`config.mk`:
```
export PLATFORM = sky130hd
export DESIGN_NAME = butterfly_out_serializer
export DESIGN_NICKNAME = d
export VERILOG_FILES = /design/src/rtl/butterfly_out_serializer_pkg.sv /design/src/rtl/butterfly_out_serializer_vec_buffer.sv /design/src/rtl/butterfly_out_serializer.sv
export SDC_FILE = /design/constraint.sdc
export NUM_CORES = 2
export LEC_CHECK = 0
export CAP_MARGIN = 5
export CORE_MARGIN = 2
export CORE_UTILIZATION = 56
export DETAILED_ROUTE_END_ITERATION = 8
export GPL_ROUTABILITY_DRIVEN = 0
export PLACE_DENSITY = 0.72
export SYNTH_ARGS = -nofsm -noshare
export SYNTH_HDL_FRONTEND = slang
export SYNTH_SLANG_ARGS = --single-unit
```
`constraint.sdc`:
```
create_clock -name clk -period 5.5 [get_ports clk]
set_clock_uncertainty 0.05 [all_clocks]
set_input_delay 1.1 -clock clk [delete_from_list [all_inputs] [get_ports clk]]
set_output_delay 1.1 -clock clk [all_outputs]
set_load 0.05 [all_outputs]
```
`src/rtl/butterfly_out_serializer_pkg.sv`:
```
// ---------------------------------------------------------------------------
// fft_pkg
//   Types and constants shared by the stage-1 delay line, the butterfly and
//   the butterfly output serializer.
//   - FFT_WIDTH / FFT_DATA_WIDTH / FFT_DATA_HEIGHT : default sample width,
//     lanes per vector and vectors per half-frame
//   - sample_t    : one signed butterfly output sample
//   - ser_state_t : serializer FSM states
//   - cnt_width() : width of the half-frame beat counter
// ---------------------------------------------------------------------------
package fft_pkg;

  localparam int FFT_WIDTH       = 10;
  localparam int FFT_DATA_WIDTH  = 16;
  localparam int FFT_DATA_HEIGHT = 16;

  typedef logic signed [FFT_WIDTH-1:0] sample_t;

  typedef enum logic [1:0] {
    IDLE  = 2'd0,
    PASS  = 2'd1,
    DRAIN = 2'd2
  } ser_state_t;

  // Counter width for a half-frame of 'depth' vectors; never below one bit.
  function automatic int cnt_width(input int depth);
    if (depth > 1) begin
      return $clog2(depth);
    end else begin
      return 1;
    end
  endfunction

endpackage

```
`src/rtl/butterfly_out_serializer_vec_buffer.sv`:
```
// ---------------------------------------------------------------------------
// vec_buffer
//   DATA_HEIGHT-deep register file of DATA_WIDTH x WIDTH bit vectors that
//   holds the butterfly difference vectors until the drain phase.
//   Ports:
//     clk      in  clock, writes on rising edge
//     rstn     in  asynchronous active-low clear of every entry
//     wr_en    in  write strobe
//     wr_addr  in  write entry index
//     wr_data  in  vector to store
//     rd_addr  in  read entry index
//     rd_data  out combinational read of entry rd_addr
// ---------------------------------------------------------------------------
module vec_buffer
  import fft_pkg::*;
#(
  parameter int WIDTH       = FFT_WIDTH,
  parameter int DATA_WIDTH  = FFT_DATA_WIDTH,
  parameter int DATA_HEIGHT = FFT_DATA_HEIGHT
) (
  input  logic                                clk,
  input  logic                                rstn,
  input  logic                                wr_en,
  input  logic [cnt_width(DATA_HEIGHT)-1:0]   wr_addr,
  input  logic [WIDTH*DATA_WIDTH-1:0]         wr_data,
  input  logic [cnt_width(DATA_HEIGHT)-1:0]   rd_addr,
  output logic [WIDTH*DATA_WIDTH-1:0]         rd_data
);

  localparam int VW = WIDTH * DATA_WIDTH;

  logic [VW-1:0] mem_r [DATA_HEIGHT];

  // Storage array: cleared on reset, one entry written per strobe.
  always_ff @(posedge clk or negedge rstn) begin
    if (!rstn) begin
      for (int i = 0; i < DATA_HEIGHT; i++) begin
        mem_r[i] <= {VW{1'b0}};
      end
    end else if (wr_en && (int'(wr_addr) < DATA_HEIGHT)) begin
      mem_r[wr_addr] <= wr_data;
    end
  end

  // Read port; an address past the last entry (non power-of-two depth) reads zero.
  always_comb begin
    rd_data = {VW{1'b0}};
    if (int'(rd_addr) < DATA_HEIGHT) begin
      rd_data = mem_r[rd_addr];
    end else begin
      rd_data = {VW{1'b0}};
    end
  end

endmodule

```
`src/rtl/butterfly_out_serializer.sv`:
```
// ---------------------------------------------------------------------------
// butterfly_out_serializer
//   Turns paired stage-1 butterfly results back into one vector stream.
//   Sum vectors are forwarded one cycle after they arrive; difference vectors
//   are stored and replayed, in arrival order, during the DATA_HEIGHT cycles
//   after the last input beat of the half-frame.
//   Ports:
//     clk          in  clock
//     rstn         in  asynchronous active-low reset
//     din_valid    in  a result pair is present on din_sum / din_sub
//     din_sum      in  butterfly sum vector   (lane i = bits [i*WIDTH +: WIDTH])
//     din_sub      in  butterfly difference vector
//     dout_valid   out dout carries a valid vector
//     dout         out output vector (holds when dout_valid is low)
//     dout_last    out one-cycle pulse with the final difference vector
//     err_overlap  out sticky: an input arrived while the drain was running
// ---------------------------------------------------------------------------
module butterfly_out_serializer
  import fft_pkg::*;
#(
  parameter int WIDTH       = FFT_WIDTH,
  parameter int DATA_WIDTH  = FFT_DATA_WIDTH,
  parameter int DATA_HEIGHT = FFT_DATA_HEIGHT
) (
  input  logic                        clk,
  input  logic                        rstn,
  input  logic                        din_valid,
  input  logic [WIDTH*DATA_WIDTH-1:0] din_sum,
  input  logic [WIDTH*DATA_WIDTH-1:0] din_sub,
  output logic                        dout_valid,
  output logic [WIDTH*DATA_WIDTH-1:0] dout,
  output logic                        dout_last,
  output logic                        err_overlap
);

  localparam int            VW       = WIDTH * DATA_WIDTH;
  localparam int            CW       = cnt_width(DATA_HEIGHT);
  localparam logic [CW-1:0] CNT_LAST = CW'(DATA_HEIGHT - 1);
  localparam logic [CW-1:0] CNT_ONE  = CW'(1);

  ser_state_t    state_r, state_nxt_s;
  logic [CW-1:0] cnt_r, cnt_nxt_s;
  logic [VW-1:0] dout_r, dout_nxt_s;
  logic          dout_valid_r, dout_valid_nxt_s;
  logic          dout_last_r, dout_last_nxt_s;
  logic          err_r, err_nxt_s;
  logic          wr_en_s;
  logic [CW-1:0] wr_addr_s;
  logic [VW-1:0] rd_data_s;

  vec_buffer #(
    .WIDTH       (WIDTH),
    .DATA_WIDTH  (DATA_WIDTH),
    .DATA_HEIGHT (DATA_HEIGHT)
  ) u_buf (
    .clk     (clk),
    .rstn    (rstn),
    .wr_en   (wr_en_s),
    .wr_addr (wr_addr_s),
    .wr_data (din_sub),
    .rd_addr (cnt_r),
    .rd_data (rd_data_s)
  );

  // Next-state, counter, buffer write and next output values.
  always_comb begin
    state_nxt_s      = state_r;
    cnt_nxt_s        = cnt_r;
    dout_nxt_s       = dout_r;
    dout_valid_nxt_s = 1'b0;
    dout_last_nxt_s  = 1'b0;
    err_nxt_s        = err_r;
    wr_en_s          = 1'b0;
    wr_addr_s        = cnt_r;

    case (state_r)
      IDLE: begin
        if (din_valid) begin
          dout_nxt_s       = din_sum;
          dout_valid_nxt_s = 1'b1;
          wr_en_s          = 1'b1;
          wr_addr_s        = {CW{1'b0}};
          // A one-vector half-frame is complete after its first beat.
          if (DATA_HEIGHT == 1) begin
            cnt_nxt_s   = {CW{1'b0}};
            state_nxt_s = DRAIN;
          end else begin
            cnt_nxt_s   = CNT_ONE;
            state_nxt_s = PASS;
          end
        end else begin
          cnt_nxt_s = cnt_r;
        end
      end

      PASS: begin
        if (din_valid) begin
          dout_nxt_s       = din_sum;
          dout_valid_nxt_s = 1'b1;
          wr_en_s          = 1'b1;
          if (cnt_r == CNT_LAST) begin
            cnt_nxt_s   = {CW{1'b0}};
            state_nxt_s = DRAIN;
          end else begin
            cnt_nxt_s = cnt_r + CNT_ONE;
          end
        end else begin
          // Input gap: wait for the remaining beats with the count frozen.
          cnt_nxt_s = cnt_r;
        end
      end

      DRAIN: begin
        dout_nxt_s       = rd_data_s;
        dout_valid_nxt_s = 1'b1;
        if (cnt_r == CNT_LAST) begin
          dout_last_nxt_s = 1'b1;
          cnt_nxt_s       = {CW{1'b0}};
          state_nxt_s     = IDLE;
        end else begin
          cnt_nxt_s = cnt_r + CNT_ONE;
        end
        // Inputs during the drain are dropped and flagged; the drain goes on.
        if (din_valid) begin
          err_nxt_s = 1'b1;
        end else begin
          err_nxt_s = err_r;
        end
      end

      default: begin
        state_nxt_s = IDLE;
        cnt_nxt_s   = {CW{1'b0}};
      end
    endcase
  end

  // State, counter and registered outputs.
  always_ff @(posedge clk or negedge rstn) begin
    if (!rstn) begin
      state_r      <= IDLE;
      cnt_r        <= {CW{1'b0}};
      dout_r       <= {VW{1'b0}};
      dout_valid_r <= 1'b0;
      dout_last_r  <= 1'b0;
      err_r        <= 1'b0;
    end else begin
      state_r      <= state_nxt_s;
      cnt_r        <= cnt_nxt_s;
      dout_r       <= dout_nxt_s;
      dout_valid_r <= dout_valid_nxt_s;
      dout_last_r  <= dout_last_nxt_s;
      err_r        <= err_nxt_s;
    end
  end

  assign dout        = dout_r;
  assign dout_valid  = dout_valid_r;
  assign dout_last   = dout_last_r;
  assign err_overlap = err_r;

endmodule
```
Pin map:
Drawn at 1 px/µm. Pins as bars across the die edge, other pins in grey.
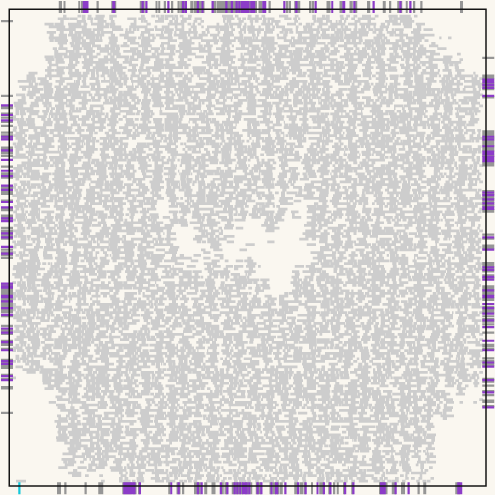
| port | colour | pins | direction | edge |
|---|---|---|---|---|
| `dout` | purple | 160 | output | 43 east, 43 south, 39 north, 35 west |
| `rstn` | cyan | 1 | input | south |
die width: 475 µm
I/O Buffers: 485
Die Y-Extent: 475 µm

Wires at chosen ports, followed through buffers:
Drawn at 1 px/µm.
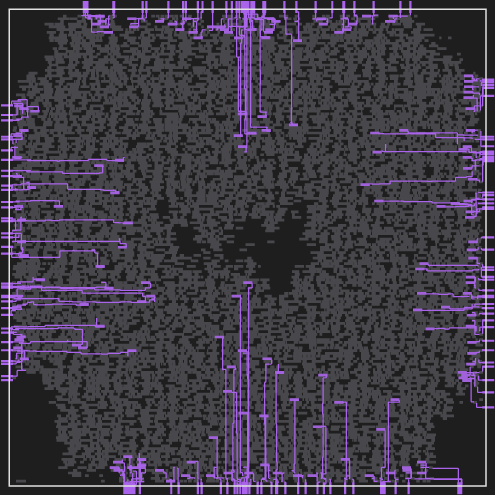
| port | colour | bits | direction | edge | end cells | wire |
|---|---|---|---|---|---|---|
| `dout` | purple | 160 | output | 43 east, 43 south, 39 north, 35 west | 160 | 8760 µm |

==> CHANGELOG.md <==
## Implementation

* Count of buffering cells on the critical path with inverters included at 2
* Final count of negative-setup-slack endpoints at 0
* Routed vias at 72800
* Grt peak-use layer: met2
* Share of total power in combinational logic at 0.295
* Non-clock buffers, area share at 0.0515
* Area growth from synthesis to final layout at 13.8%
* Gr ovfl total at 0
* Number of remaining DRC errors at 0
* Top non-seq family: multiplexers
* Critical Path End: u_buf.mem_r[104]
* Max stage delay on crit path at roughly 0.90 ns
* Number of maximum-capacitance constraint violations at 0
* Flip-flop count of the largest register, all copies and words added at about 2600
* Worst Max-Slew Pin Slew at between 1 and 1.5 ns
* Power in the clock group at 19.6 mW
* Number of nets in the final layout at ~8900
* Number of warnings issued by yosys at 0
* Parity-gate share of the synthesized area counting xor and xnor cells at 0
* Post-Route Utilization at 0.643
* Register bank with the most flops: u_buf.mem_r
* Seq share, synth at 0.549
* Synth top cell by count: dfrtp_1
* Sort of element at the start of the critical path: register
* Group drawing the most power: sequential cells
* Startpoint of the worst setup timing path: state_r[1]
* Proportion of synthesized area in mux cells at 0.369
* Main area contributors after synthesis: dfrtp_1 (55%), mux2_2 (24%), mux2i_1 (6.4%)
* Later-pin clock latency in the skew report at 0.94 ns
* WS Path Type: register to register
* Worst EP arrival at about 4.5 ns
* Endpoint of the worst register-to-register path: u_buf.mem_r[104]
* Power consumption at 65.7 mW
* Total power divided by cell area at about 460 nW/µm²
* Peak fanout along the critical path at 34
* Setup repair after global routing missed its margin: no
* Number of antenna violations at the first check in global routing at approximately 41
* Multi-input gate share of the layout cell area at 0.372
* Top delay family on crit path: simple AND/OR/NAND/NOR gates
* Area share of and/or/nand/nor cells after synthesis at 0.0229
* Internal power consumption at 45.8 mW
* Number of clock buffers in the layout at approximately 450
* Top area contributor share at 0.549
* Kind of capture point of the worst setup path: register
* R2R depth at 7
* Clock slew at reported path FFs at approximately 0.060 ns
* Per-cell via count in the routed design at roughly 6.2
* Number of buffers inserted for hold repair after clock tree synthesis at 0
* Combinational logic power at between 15 and 20 mW
* Accumulated negative setup slack at 0 ns
* Number of design-rule violations left by the first detailed-router iteration at around 5200
* Total stage count of the critical path at 7
* Cell class ranked first by area: registers
* Setup WS pre-CTS at 0.849 ns
* Peak VDD IR at between 0.0004 and 0.0005 V
* WL met2 at ~150000 µm
* Number of logic gates at 4869
* TritonRoute pass-1 iters at 5
* Part of the total power dissipated in sequential elements at 0.407
* Post-CTS resize count at 0
* GRT met3 Usage at 0.0460
* TritonCTS buffer count at between 300 and 400
* Initial standard-cell utilization of the core at 0.565
* Highest metal layer with signal wires: met5
* # Post-CTS Setup Buffers at 0
* H-tree level count at 5
* M1 WL at about 140000 µm
* Nonclk buf count at around 660
* Hold Path Class: input port to asynchronous set/reset pin
* Floorplan Nets at 8676
* Share of total power in the clock network at 0.298
* Detailed placer's ending HPWL at ~180000 µm
* Required time of the worst setup path at roughly 6.2 ns
* Cell count after synthesis at 8347
* I/O pin count at around 490
* Worst slew margin relative to its limit at 0.218
* Fmax at about 260 MHz
* #FFs+latches synth at 2729
* Area of all placed cells without fillers at 142000 µm²
* Synth Flop Type: dfrtp_1
* Top logic cell by instance count in the layout: dfrtp_1
* Async set or reset register ratio after synthesis at 1.00
* Period Utilization, post-route at 0.688
* Most frequent logic cells in the routed design: dfrtp_1 (2725), mux2_2 (2650), mux2i_1 (800), clkdlybuf4s50_1 (484), mux4_2 (320)
* Pin count of the biggest net entering global routing at 178
* Adder-Cell Fraction of Synth Area at 0.000604
* # Cells Yosys at roughly 8300
* Hold slack final at between 0.15 and 0.2 ns
* Final antenna-violating net count at 0
* Count of tool warnings at about 81
* Number of instances in the placed design at 11200
* Total wire length at between 300000 and 400000 µm
* Area enclosed by the die boundary at between 200000 and 250000 µm²
* Vias in the first global route at a little under 80000
* Status: finished clean
* Number of buffers between clock root and the deepest sink at 4
* Clock root buffer: clkbuf_16
* Routed wirelength normalized by instance count at between 20 and 30 µm
* Switching Power at 20.0 mW
* Max-slew violation count at 0
* Wire length of the first global-routing pass at slightly below 500000 µm
* Unique cell type count in the Yosys netlist at 38
* Number of synthesized flops with an enable pin at 0
* Slowest stage cell, crit path: nor2b_4
* Post-synthesis instance area at about 120000 µm²
* Final min period at around 3.8 ns
* Post-placement cell area at approximately 130000 µm²
* Library cell with the largest summed area after synthesis: dfrtp_1
* Critical register-to-register path startpoint: state_r[1]
* Global-route met1 utilization at 0.396
* Count of inserted antenna diode cells at 18
* Clock network share of area at 0.0672
* Cells along the critical path: inv_1 > ha_1 > nand2_1 > and2_0 > nor2b_4 > buf_12 > mux2_2
* Number of hold violations in the final report at 0
* Amount of wire on met3 after detailed routing at ~15000 µm
* Total leakage power at around 67 nW
* Flop2flop setup slack at 1.71 ns
* Mean Syn Cell Area at between 10 and 15 µm²
* List of most frequent post-synthesis cells: dfrtp_1 (2729), mux2_2 (2650), mux2i_1 (800)
* Yosys stat chip area at ~120000 µm²
* Min setup slack post-route at between 1.5 and 2 ns
* Sequential cell area at 68300 µm²
* Global Route met2 Usage at 0.462
* Non-Clock Inverter Count at 4
* Combinational gate area at 52700 µm²
* Fraction of layout cells with a size suffix above 1 at 0.411
* Sinks on Clock Net at ~2700
* CTS tree: done
* Core area at 220000 µm²
* Sequential-cell power consumption at approximately 27 mW
* Synth Area in Compound Gates at 0.0299
* Number of flip-flops and latches at between 2000 and 3000
* Global-route total usage across every layer at 0.284
* Switching fraction of total power at 0.304
Cell placement:
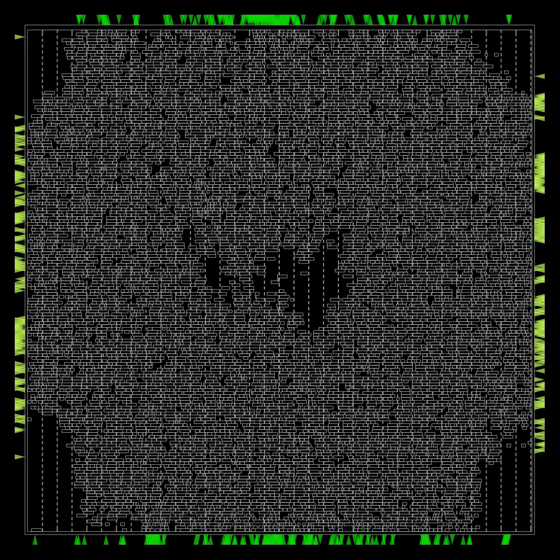
Cell Rows: 172
Tap Cells: 2958
Final Instance Count excl. Fillers: 11700
register share of the cell area: 0.483
count of filler cells inserted in the layout: 16000

Power is estimated from default activity; no workload was simulated.
